File: src/rtl/vram_pkg.sv
// Shared widths, entry payload and address packing for the VRAM write path.
package vram_pkg;

    localparam int unsigned VRAM_ADDR_W = 20;
    localparam int unsigned VRAM_DATA_W = 36;
    localparam int unsigned PIXEL_W     = 18;
    localparam int unsigned COORD_W     = 10;
    localparam int unsigned TAG_W       = 2 * COORD_W - 1;

    typedef struct packed {
        logic [VRAM_ADDR_W-1:0] addr;
        logic [VRAM_DATA_W-1:0] data;
    } vram_entry_t;

    // Two pixels share one word, so the column LSB selects the half, not the address.
    function automatic logic [VRAM_ADDR_W-1:0] vram_addr(input logic [COORD_W-1:0] y,
                                                         input logic [COORD_W-1:0] x);
        return {1'b0, y, x[COORD_W-1:1]};
    endfunction

endpackage

File: src/rtl/vram_write_fifo.sv
// Queue of packed {addr,data} words awaiting a VRAM grant; push into full is ignored
// unless a pop happens in the same cycle.
module vram_write_fifo
    import vram_pkg::*;
#(
    parameter int unsigned DEPTH = 4
) (
    input  logic        clk,
    input  logic        resetN,
    input  logic        push,
    input  logic        pop,
    input  vram_entry_t din,
    output vram_entry_t dout_c,
    output logic        full,
    output logic        empty
);

    localparam int unsigned PTR_W = $clog2(DEPTH);
    localparam int unsigned CNT_W = PTR_W + 1;

    vram_entry_t      mem_q [DEPTH];
    logic [PTR_W-1:0] wr_ptr_q, wr_ptr_d;
    logic [PTR_W-1:0] rd_ptr_q, rd_ptr_d;
    logic [CNT_W-1:0] count_q, count_d;
    logic             full_q, full_d;
    logic             empty_q, empty_d;
    logic             do_push, do_pop;

    always_comb begin
        do_pop   = pop && !empty_q;
        do_push  = push && (!full_q || do_pop);
        wr_ptr_d = wr_ptr_q;
        rd_ptr_d = rd_ptr_q;
        if (do_push) wr_ptr_d = wr_ptr_q + PTR_W'(1);
        if (do_pop)  rd_ptr_d = rd_ptr_q + PTR_W'(1);
        count_d  = count_q + CNT_W'(do_push) - CNT_W'(do_pop);
        full_d   = (count_d == CNT_W'(DEPTH));
        empty_d  = (count_d == '0);
    end

    always_ff @(posedge clk or negedge resetN) begin
        if (!resetN) begin
            wr_ptr_q <= '0;
            rd_ptr_q <= '0;
            count_q  <= '0;
            full_q   <= 1'b0;
            empty_q  <= 1'b1;
        end else begin
            wr_ptr_q <= wr_ptr_d;
            rd_ptr_q <= rd_ptr_d;
            count_q  <= count_d;
            full_q   <= full_d;
            empty_q  <= empty_d;
        end
    end

    // Storage needs no reset: occupancy alone decides what is valid.
    always_ff @(posedge clk) begin
        if (do_push) mem_q[wr_ptr_q] <= din;
    end

    assign dout_c = mem_q[rd_ptr_q];
    assign full   = full_q;
    assign empty  = empty_q;

endmodule

File: src/rtl/vram_writer.sv
// Packs pixel pairs into 36-bit words and streams them to a ZBT VRAM port.
// Optional VRAM_WRITER_DROP_COUNT_EN adds an 8-bit saturating dropped-word counter.
module vram_writer
    import vram_pkg::*;
#(
    parameter int unsigned FIFO_DEPTH = 4,
    parameter int unsigned WRITE_LAT  = 2
) (
    input  logic                   clk,
    input  logic                   resetN,
    input  logic                   pixelValid,
    input  logic [PIXEL_W-1:0]     pixel,
    input  logic [COORD_W-1:0]     x,
    input  logic [COORD_W-1:0]     y,
    input  logic                   frameStart,
    input  logic                   vramGrant,
    output logic                   vramWe,
    output logic [VRAM_ADDR_W-1:0] vramAddr,
    output logic [VRAM_DATA_W-1:0] vramData,
`ifdef VRAM_WRITER_DROP_COUNT_EN
    output logic [7:0]             dropCount,
`endif
    output logic                   overflow
);

    logic [PIXEL_W-1:0]     held_q, held_d;
    logic [TAG_W-1:0]       tag_q, tag_d;
    logic                   tag_vld_q, tag_vld_d;
    logic                   we_q, we_d;
    logic [VRAM_ADDR_W-1:0] addr_q, addr_d;
    logic [VRAM_DATA_W-1:0] pipe_q [WRITE_LAT+1];
    logic [VRAM_DATA_W-1:0] pipe_d [WRITE_LAT+1];
    logic                   overflow_q, overflow_d;
    logic [TAG_W-1:0]       pix_tag;
    logic [PIXEL_W-1:0]     upper;
    logic                   push_c, pop_c, drop_c;
    logic                   fifo_full, fifo_empty;
    vram_entry_t            push_entry, pop_entry;

    assign pix_tag = {y, x[COORD_W-1:1]};

    // Packer, issue and data-delay next state.
    always_comb begin
        held_d    = held_q;
        tag_d     = tag_q;
        tag_vld_d = tag_vld_q;
        if (frameStart) tag_vld_d = 1'b0;
        if (pixelValid && !x[0]) begin
            held_d    = pixel;
            tag_d     = pix_tag;
            tag_vld_d = 1'b1;
        end

        upper           = (tag_vld_q && (tag_q == pix_tag)) ? held_q : '0;
        push_c          = pixelValid && x[0];
        push_entry.addr = vram_addr(y, x);
        push_entry.data = {upper, pixel};

        pop_c  = !fifo_empty && vramGrant;
        drop_c = push_c && fifo_full && !pop_c;

        we_d      = pop_c;
        addr_d    = pop_c ? pop_entry.addr : '0;
        pipe_d[0] = pop_c ? pop_entry.data : '0;
        for (int i = 1; i <= int'(WRITE_LAT); i++) pipe_d[i] = pipe_q[i-1];

        overflow_d = drop_c ? 1'b1 : (frameStart ? 1'b0 : overflow_q);
    end

    always_ff @(posedge clk or negedge resetN) begin
        if (!resetN) begin
            held_q     <= '0;
            tag_q      <= '0;
            tag_vld_q  <= 1'b0;
            we_q       <= 1'b0;
            addr_q     <= '0;
            overflow_q <= 1'b0;
            for (int i = 0; i <= int'(WRITE_LAT); i++) pipe_q[i] <= '0;
        end else begin
            held_q     <= held_d;
            tag_q      <= tag_d;
            tag_vld_q  <= tag_vld_d;
            we_q       <= we_d;
            addr_q     <= addr_d;
            overflow_q <= overflow_d;
            for (int i = 0; i <= int'(WRITE_LAT); i++) pipe_q[i] <= pipe_d[i];
        end
    end

    vram_write_fifo #(
        .DEPTH (FIFO_DEPTH)
    ) u_fifo (
        .clk    (clk),
        .resetN (resetN),
        .push   (push_c),
        .pop    (pop_c),
        .din    (push_entry),
        .dout_c (pop_entry),
        .full   (fifo_full),
        .empty  (fifo_empty)
    );

    assign vramWe   = we_q;
    assign vramAddr = addr_q;
    assign vramData = pipe_q[WRITE_LAT];
    assign overflow = overflow_q;

`ifdef VRAM_WRITER_DROP_COUNT_EN
    logic [7:0] drop_cnt_q, drop_cnt_d;
    logic [7:0] drop_base;

    // A drop in the frameStart cycle counts toward the new frame.
    always_comb begin
        drop_base  = frameStart ? 8'h00 : drop_cnt_q;
        drop_cnt_d = (drop_c && (drop_base != 8'hFF)) ? drop_base + 8'd1 : drop_base;
    end

    always_ff @(posedge clk or negedge resetN) begin
        if (!resetN) drop_cnt_q <= '0;
        else         drop_cnt_q <= drop_cnt_d;
    end

    assign dropCount = drop_cnt_q;
`endif

endmodule

File: config.mk
export PLATFORM = sky130hd
export DESIGN_NAME = vram_writer
export DESIGN_NICKNAME = d
export VERILOG_FILES = /design/src/rtl/vram_pkg.sv /design/src/rtl/vram_write_fifo.sv /design/src/rtl/vram_writer.sv
export SDC_FILE = /design/constraint.sdc
export NUM_CORES = 1
export LEC_CHECK = 0
export CAP_MARGIN = 20
export CORE_MARGIN = 4
export CORE_UTILIZATION = 50
export CTS_CLUSTER_SIZE = 28
export DETAILED_ROUTE_END_ITERATION = 12
export PLACE_DENSITY_LB_ADDON = 0.08
export SLEW_MARGIN = 20
export SYNTH_ARGS = -nofsm -noshare
export SYNTH_HDL_FRONTEND = slang
export SYNTH_SLANG_ARGS = --single-unit
export TNS_END_PERCENT = 10
File: constraint.sdc
create_clock -name clk -period 3.7 [get_ports clk]
set_input_delay 0.37 -clock clk [delete_from_list [all_inputs] [get_ports clk]]
set_output_delay 0.37 -clock clk [all_outputs]
set_load 0.01 [all_outputs]
Run 1, wire density map:
Scale bar: 50 um. The die is cut into 35 by 35 equal tiles; dark purple is low, yellow is high, scaled to the fullest tile. Values are wire area over tile area, all layers added.
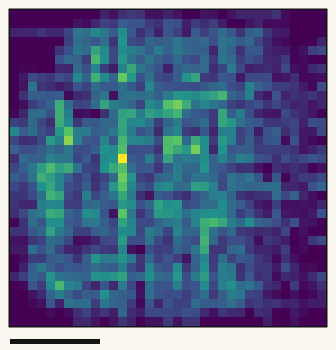
mean over tiles: 0.13
tiles over half the peak: 8.2%
fullest tile: 0.52
nearly empty tiles: 11%
total track usage: 0.166
final WL: 24.7 mm
DR vias: 6286
DR WL/cell: 20.4 um

Run 1, I/O nets highlighted:
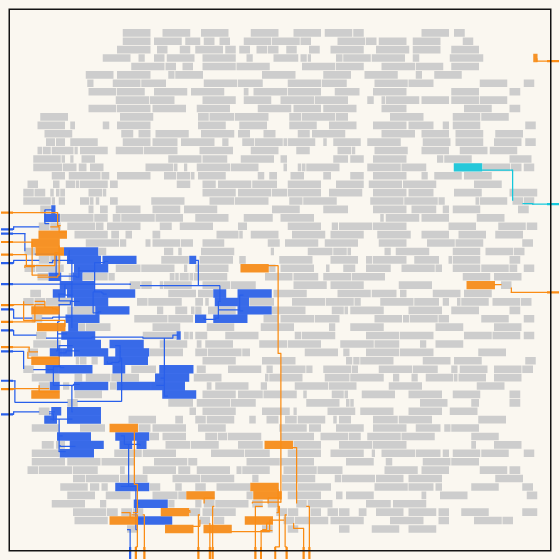
[cyan] vramWe | bits: 1 | direction: output | end cells: 1 | buffers: 1 | wire: 28.7 um
[blue] x | bits: 10 | direction: input | end cells: 56 | buffers: 10 | wire: 595 um
[orange] vramAddr | bits: 20 | direction: output | end cells: 20 | buffers: 19 | wire: 550 um
port buffer count: 99
IO Pins: 101

==> out/metrics.cfg, run 1 <==
[status]
status = finished, final reports clean

[logic_synthesis]
syn_area_um2 = 13900
aoi_share = 0.00486
top_logic_kind = multiplexers
synth.largest_area_cell = edfxtp_1
edf_count = 220
ys_ff = 396
ff_type = edfxtp_1
yosys_warnings = 0
async_flop_share = 0.444
ys_seq_share = 0.793
top_cell_area_share = 0.476
synth_cell_types = 32
ys_chip_area_um2 = 13900
synthCells = 677
yosysMostFrequentCell = edfxtp_1
ys_sh_xor = 0.0120
syn-num-nets = 727
ys_sh_adder = 0.00685

[critical_path]
end_kind = register
worst-path-stages = 5
reg2reg_depth = 4
cpMostUsedCell = nor4_1
rrSetupSlack_ns = 1.26
crit_arrival_ns = 2.70
worst-path-buf-inv = 1
critical_path.startpoint = y[2]
crit_type = input pin to register
regToRegStartpoint = tag_q[11]
cp-start-kind = input pin

[global_route]
overflow = 0
grt_pass1_wl_mm = 39.6
groute.layer.met1.usage = 0.228
grt_max_degree = 99
grt_pass1_vias = 6992

[final_timing]
clock.fmax_mhz = 404
tightest_slew_ns = 0.823
fin_crit_sh = 0.669
hold_viol_final = 0

[layout]
antennaDiodeCount = 0
final_cell_mix = edfxtp_1 (220), dfrtp_1 (173), clkdlybuf4s50_1 (98), mux4_2 (55), and2_1 (55)
clock_area_frac = 0.0803
largest_cell_class = sequential cells
finalNonFillerCells = 1210
largest_register_ffs = 220
drive_gt1_frac = 0.226
ff_count = 396

[power]
ir_worst_vdd_v = 0.000491
power_leader = registers
power_density_nw_per_um2 = 723
p_int_uw = 9200
combPwrFrac = 0.180
p_switching_uw = 2900
pwr.group.clock_uw = 4030
powerSeq_uw = 5890
p_leak_uw = 0.00616
power.share.switching = 0.240

[routing]
drt-met1-wl_mm = 10.6
via_per_inst = 5.20
drtIter0Drc = 520
dr.pass1.iters = 4

[die]
initCoreUtil = 0.511
die_w_um = 175
chipArea_um2 = 30500
die_h_um = 175
nWellTaps = 372
coreArea_um2 = 27200

[clock_network]
clk_pin_slew_ns = 0.05
postCtsHoldBufs = 1
cts-root-buf = clkbuf_16
post_cts_buffers = 0
clockBufferDepth = 3

[worst_hold_path]
hold_depth = 0
hp-start = pipe_d[5]

[run]
max_cap_violations = 0
warnings = 29

[place]
place_inst = 1137

Run 1, drive-strength map:
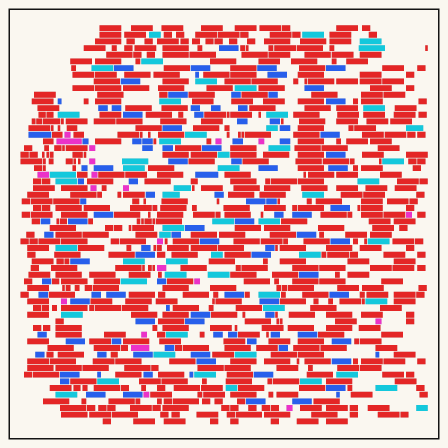
[magenta] x3 and x4 | cells: 20 | most used: buf_4
[blue] x2 | cells: 113 | most used: mux4_2
[red] x1 and smaller | cells: 649 | most used: edfxtp_1
[cyan] x6 and larger | cells: 56 | most used: clkbuf_16
synthesis-to-layout area growth: 20.5%
Non-clk bufs: 117
Setup WS post-layout: 1.22 ns

Run 1, cells coloured by class:
Scale bar: 50 um.
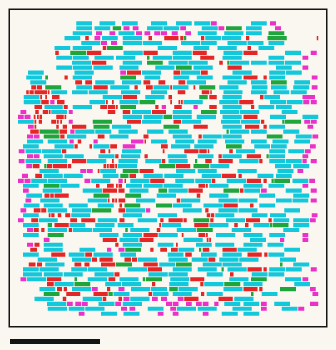
[cyan] registers | cells: 396
[magenta] remaining buffers and delay cells | cells: 117
[red] remaining logic cells | cells: 253
[green] clock drivers and dummy loads | cells: 72
flop share of the area: 0.658
site row count: 60
Finished Core Util: 0.616

Run 1, routing congestion:
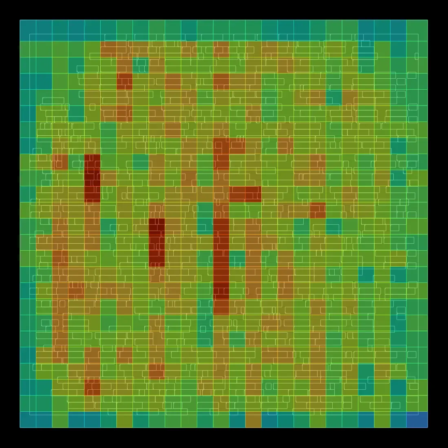

==> inputs of run 2 (changes only) <==
clock period = 2.05 ns   (was 3.7 ns; I/O delays follow)
Run 2, routing congestion:
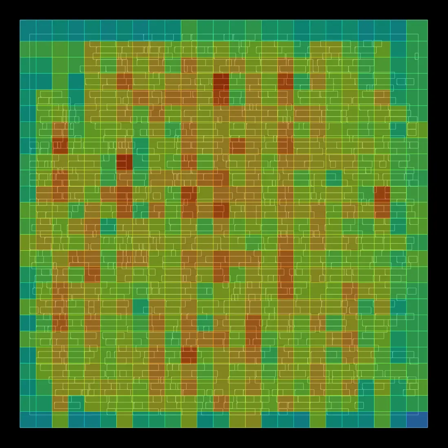
met3 Resource Use GR: 0.0318
met2 Usage GRT: 0.291
M1 GR Usage: 0.228

==> run 2 against run 1 <==
  * Worst setup slack got worse by 1.1 ns
  * Clock skew increased by 0.0094 ns
  * Combinational power increased by 100%
  * Largest power group unchanged
  * Largest cell class unchanged
  * Critical endpoint is now u_fifo.full
  * Register-to-register slack got worse by 1.2 ns
  * Sequential power increased by 78%
  * Area after synthesis unchanged
  * Die area unchanged
==> out/metrics.cfg, run 2 <==
[status]
status = finished, final reports clean

[critical_path]
reg2reg_depth = 8  ; +4
critical_path.startpoint = u_fifo.empty
regToRegStartpoint = u_fifo.empty
crit_arrival_ns = 2.41  ; -0.29 ns
cp-start-kind = register
worst-path-stages = 8  ; +3
end_kind = register

[layout]
antennaDiodeCount = 0  ; unchanged
drive_gt1_frac = 0.259  ; +0.0336
ff_count = 396  ; unchanged
final_cell_mix = edfxtp_1 (220), dfrtp_1 (173), clkdlybuf4s50_1 (98), mux4_2 (55), and2_1 (55)
area_delta_synth_final_pct = 23.9

[logic_synthesis]
top_logic_kind = multiplexers
edf_count = 220  ; unchanged
ff_type = edfxtp_1
synth_cell_types = 32  ; unchanged
yosysMostFrequentCell = edfxtp_1
synthCells = 677  ; unchanged
syn_area_um2 = 13900  ; unchanged
ys_chip_area_um2 = 13900  ; unchanged
aoi_share = 0.00486  ; unchanged

[power]
ir_worst_vdd_v = 0.000632  ; +29%
powerSeq_uw = 10500  ; +78%
power_leader = registers
p_leak_uw = 0.00643  ; +4.3%
power.share.switching = 0.241  ; +0.00117
p_int_uw = 16600  ; +81%

[final_timing]
hold_viol_final = 0  ; unchanged

[die]
die_w_um = 175  ; unchanged
rows = 60  ; unchanged
boundaryPins = 101  ; unchanged
chipArea_um2 = 30500  ; unchanged
nWellTaps = 372  ; unchanged
coreArea_um2 = 27200  ; unchanged
die_h_um = 175  ; unchanged

[global_route]
grt_usage = 0.170  ; +0.00327
grt_max_degree = 66  ; -33%
grt_pass1_wl_mm = 40.5  ; +2.3%
overflow = 0  ; unchanged

[routing]
routedWlPerCell_um = 20.1  ; -1.6%
via_per_inst = 5.19  ; about the same
dr.pass1.iters = 4  ; unchanged
drt-met1-wl_mm = 10.7  ; +0.84%

[place]
portBuffers = 99  ; unchanged
place_inst = 1177  ; +3.5%

[clock_network]
cts-root-buf = clkbuf_16
clk_pin_slew_ns = 0.06  ; about the same
clockBufferDepth = 3  ; unchanged
postCtsHoldBufs = 1  ; unchanged

Run 2, drive-strength map:
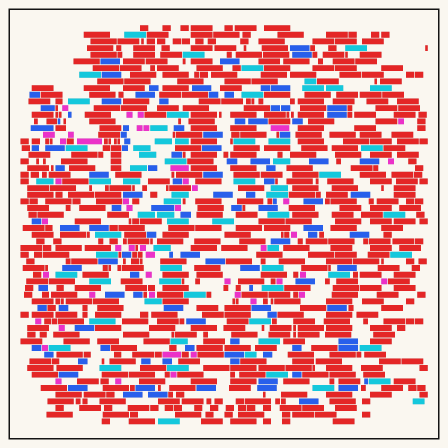
[blue] x2 | cells: 115 | most used: mux4_2
[red] x1 and smaller | cells: 652 | most used: edfxtp_1
[magenta] x3 and x4 | cells: 46 | most used: buf_4
[cyan] x6 and larger | cells: 67 | most used: clkbuf_16
Design Area, Final: 17200 um2
Setup WS post-layout: 0.0752 ns
Non-clk bufs: 157

No activity file was given, so power comes from the tool's default toggle rates.
